===== src/rtl/serial_nibble_receiver_if.sv =====
// rtl/serial_nibble_receiver_if.sv - serial line in, received nibble and status out
interface serial_nibble_receiver_if;
    logic       bit_en;
    logic       serial_in;
    logic [3:0] data_out;
    logic       data_valid;
    logic       frame_error;
    logic       busy;

    modport master (
        output bit_en, serial_in,
        input  data_out, data_valid, frame_error, busy
    );

    modport slave (
        input  bit_en, serial_in,
        output data_out, data_valid, frame_error, busy
    );
endinterface


===== src/rtl/serial_nibble_receiver.sv =====
// rtl/serial_nibble_receiver.sv - framed serial receiver: start, 4 data bits MSB first, even parity, stop
module serial_nibble_receiver (
    input  logic                      clk,
    input  logic                      rst,
    serial_nibble_receiver_if.slave   rx
);
    typedef enum logic [1:0] {IDLE, DATA, PARITY, STOP} state_t;

    state_t     state_q, state_d;
    logic [1:0] bit_cnt_q, bit_cnt_d;
    logic [3:0] shreg_q, shreg_d;
    logic       par_ok_q, par_ok_d;
    logic [3:0] data_out_q, data_out_d;
    logic       data_valid_q, data_valid_d;
    logic       frame_error_q, frame_error_d;

    always_ff @(posedge clk or posedge rst) begin
        if (rst) begin
            state_q       <= IDLE;
            bit_cnt_q     <= 2'd0;
            shreg_q       <= 4'd0;
            par_ok_q      <= 1'b0;
            data_out_q    <= 4'd0;
            data_valid_q  <= 1'b0;
            frame_error_q <= 1'b0;
        end else begin
            state_q       <= state_d;
            bit_cnt_q     <= bit_cnt_d;
            shreg_q       <= shreg_d;
            par_ok_q      <= par_ok_d;
            data_out_q    <= data_out_d;
            data_valid_q  <= data_valid_d;
            frame_error_q <= frame_error_d;
        end
    end

    // Strobes default low so they last exactly one clk even with bit_en held high.
    always_comb begin
        state_d       = state_q;
        bit_cnt_d     = bit_cnt_q;
        shreg_d       = shreg_q;
        par_ok_d      = par_ok_q;
        data_out_d    = data_out_q;
        data_valid_d  = 1'b0;
        frame_error_d = 1'b0;
        if (rx.bit_en) begin
            case (state_q)
                IDLE: begin
                    if (!rx.serial_in) begin
                        state_d   = DATA;
                        bit_cnt_d = 2'd0;
                    end
                end
                DATA: begin
                    shreg_d   = {shreg_q[2:0], rx.serial_in};
                    bit_cnt_d = bit_cnt_q + 2'd1;
                    if (bit_cnt_q == 2'd3)
                        state_d = PARITY;
                end
                PARITY: begin
                    par_ok_d = ~^{shreg_q, rx.serial_in};
                    state_d  = STOP;
                end
                STOP: begin
                    if (rx.serial_in && par_ok_q) begin
                        data_out_d   = shreg_q;
                        data_valid_d = 1'b1;
                    end else begin
                        frame_error_d = 1'b1;
                    end
                    state_d = IDLE;
                end
                default: state_d = IDLE;
            endcase
        end
    end

    assign rx.data_out    = data_out_q;
    assign rx.data_valid  = data_valid_q;
    assign rx.frame_error = frame_error_q;
    assign rx.busy        = (state_q != IDLE);
endmodule


===== src/flat_wrapper.sv =====
// flat-port wrapper written by rule: the top's interface ports become plain ports
module serial_nibble_receiver_flat 
  (clk, rst, rx_bit_en, rx_serial_in, rx_data_out, rx_data_valid, rx_frame_error, rx_busy);
  serial_nibble_receiver_if rx_i ();
  input  logic clk;
  input  logic rst;
  input wire logic [$bits(rx_i.bit_en)-1:0] rx_bit_en;
  input wire logic [$bits(rx_i.serial_in)-1:0] rx_serial_in;
  output wire logic [$bits(rx_i.data_out)-1:0] rx_data_out;
  output wire logic [$bits(rx_i.data_valid)-1:0] rx_data_valid;
  output wire logic [$bits(rx_i.frame_error)-1:0] rx_frame_error;
  output wire logic [$bits(rx_i.busy)-1:0] rx_busy;
  assign rx_i.bit_en = rx_bit_en;
  assign rx_i.serial_in = rx_serial_in;
  assign rx_data_out = rx_i.data_out;
  assign rx_data_valid = rx_i.data_valid;
  assign rx_frame_error = rx_i.frame_error;
  assign rx_busy = rx_i.busy;
  serial_nibble_receiver u_core (.clk(clk), .rst(rst), .rx(rx_i));
endmodule

===== config.mk =====
export PLATFORM = sky130hd
export DESIGN_NAME = serial_nibble_receiver_flat
export DESIGN_NICKNAME = d
export VERILOG_FILES = /design/src/rtl/serial_nibble_receiver_if.sv /design/src/rtl/serial_nibble_receiver.sv /design/src/flat_wrapper.sv
export SDC_FILE = /design/constraint.sdc
export NUM_CORES = 1
export LEC_CHECK = 0
export ABC_AREA = 0
export CORE_AREA = 3 3 54 56
export DETAILED_ROUTE_END_ITERATION = 16
export DIE_AREA = 0 0 57 59
export SLEW_MARGIN = 15
export SYNTH_ARGS = -nofsm -noshare
export SYNTH_HDL_FRONTEND = slang
export SYNTH_SLANG_ARGS = --single-unit

===== constraint.sdc =====
create_clock -name clk -period 3.7 [get_ports clk]
set_input_delay 0.37 -clock clk [delete_from_list [all_inputs] [get_ports clk]]
set_output_delay 0.37 -clock clk [all_outputs]
set_load 0.005 [all_outputs]

==> flow_summary.toml <==
# synthesis and place-and-route metrics
[sta]
hold_viol = 0
tns_ns = 0
rsz0062_at_grt = "no"
relSlewSlack = 0.625
min_period_ns = 2.02
setup_ws_ns = 1.68
period_used_share = 0.546

[grt]
use_met1 = 0.107
track_usage = 0.0798
grt.busiest_layer = "met2"
grt_first_pass_wirelength_um = 2020

[job]
cap_violations = 0

[cells_and_area]
area_dominant_class = "flip-flops and latches"
layout_top_cell = "dfrtp_1"
final-comb-area_um2 = 325
post-route-util = 0.360
sh_seq_area = 0.421
area_growth_pct = 22.7
drive_gt1_frac = 0.246
antenna_cells = 0
clkCellAreaFrac = 0.0309
buffer_area_frac = 0.112

[route]
first_iter_violations = 3
wl_per_cell_um = 11.7
viasPerCell = 4.40

[yosys]
yosysWarnings = 0
adder_share = 0.103
ys_cells = 55
ys_sh_mux = 0.193
ys_seq_frac = 0.516

[clocking]
cts_root_buf = "clkbuf_4"
ctsLongestPathBuffers = 2
clock_sinks = 15
numCtsBuffers = 3

[status]
status = "finished, final reports clean"

[critical_path]
critPathArrivalTime_ns = 1.65
critical-path-slowest-cell = "clkdlybuf4s50_1"
cpMostUsedCell = "inv_1"

[die]
fp.dieH_um = 59
chip_area_um2 = 3360
ioPinCount = 11

[hold_path]
hold_path.class = "input pin to async pin"

[placement]
dp_hpwl_um = 872

[power]
p_seq_frac = 0.412
p_per_area_nw_per_um2 = 792
==> cell usage after synthesis <==
library cell | instances | area (µm²)
dfrtp_1 | 15 | 375
mux2_2 | 8 | 90.1
inv_1 | 7 | 26.3
ha_1 | 6 | 75.1
nand2_1 | 3 | 11.3
a21oi_1 | 2 | 10.0
mux2_4 | 2 | 30.0
mux2i_1 | 2 | 20.0
nor2_1 | 2 | 7.51
o21ai_2 | 2 | 17.5
a21boi_2 | 1 | 11.3
a31oi_1 | 1 | 6.26
nand4_1 | 1 | 6.26
xnor2_1 | 1 | 8.76
xnor3_1 | 1 | 22.5
xor2_1 | 1 | 8.76
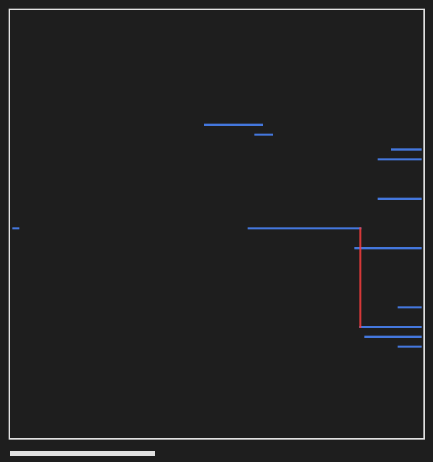
**Above:** signal wires by layer.
The bar under the picture is 20 µm long. Two of the layers only.
[red] metal 4 | wire length: 13.6 µm
[blue] metal 3 | wire length: 72.5 µm

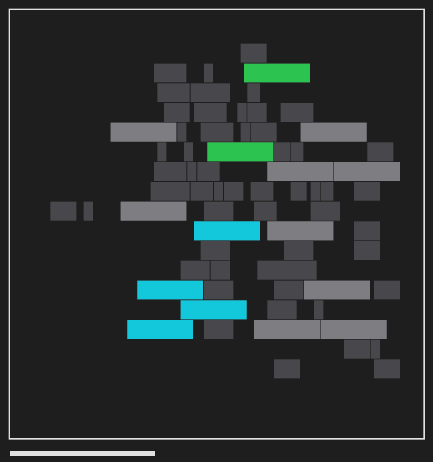
**Above:** sequential cells coloured by netlist name.
The bar under the picture is 20 µm long. Other sequential cells in the stronger grey, the rest of the logic in the fainter grey.
[green] u_core.state_q | placed flops: 2
[cyan] u_core.shreg_q | placed flops: 4
not coloured: 9

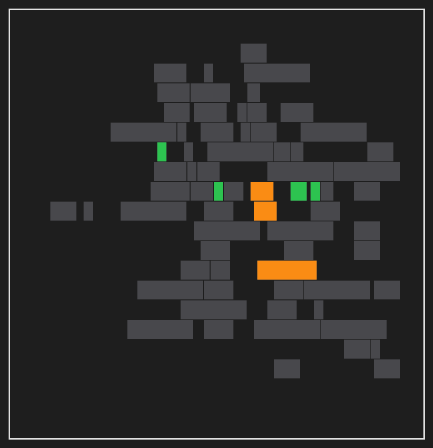
**Above:** logic cells by family.
[green] NAND gates | cells: 4
[orange] XOR/XNOR gates | cells: 3

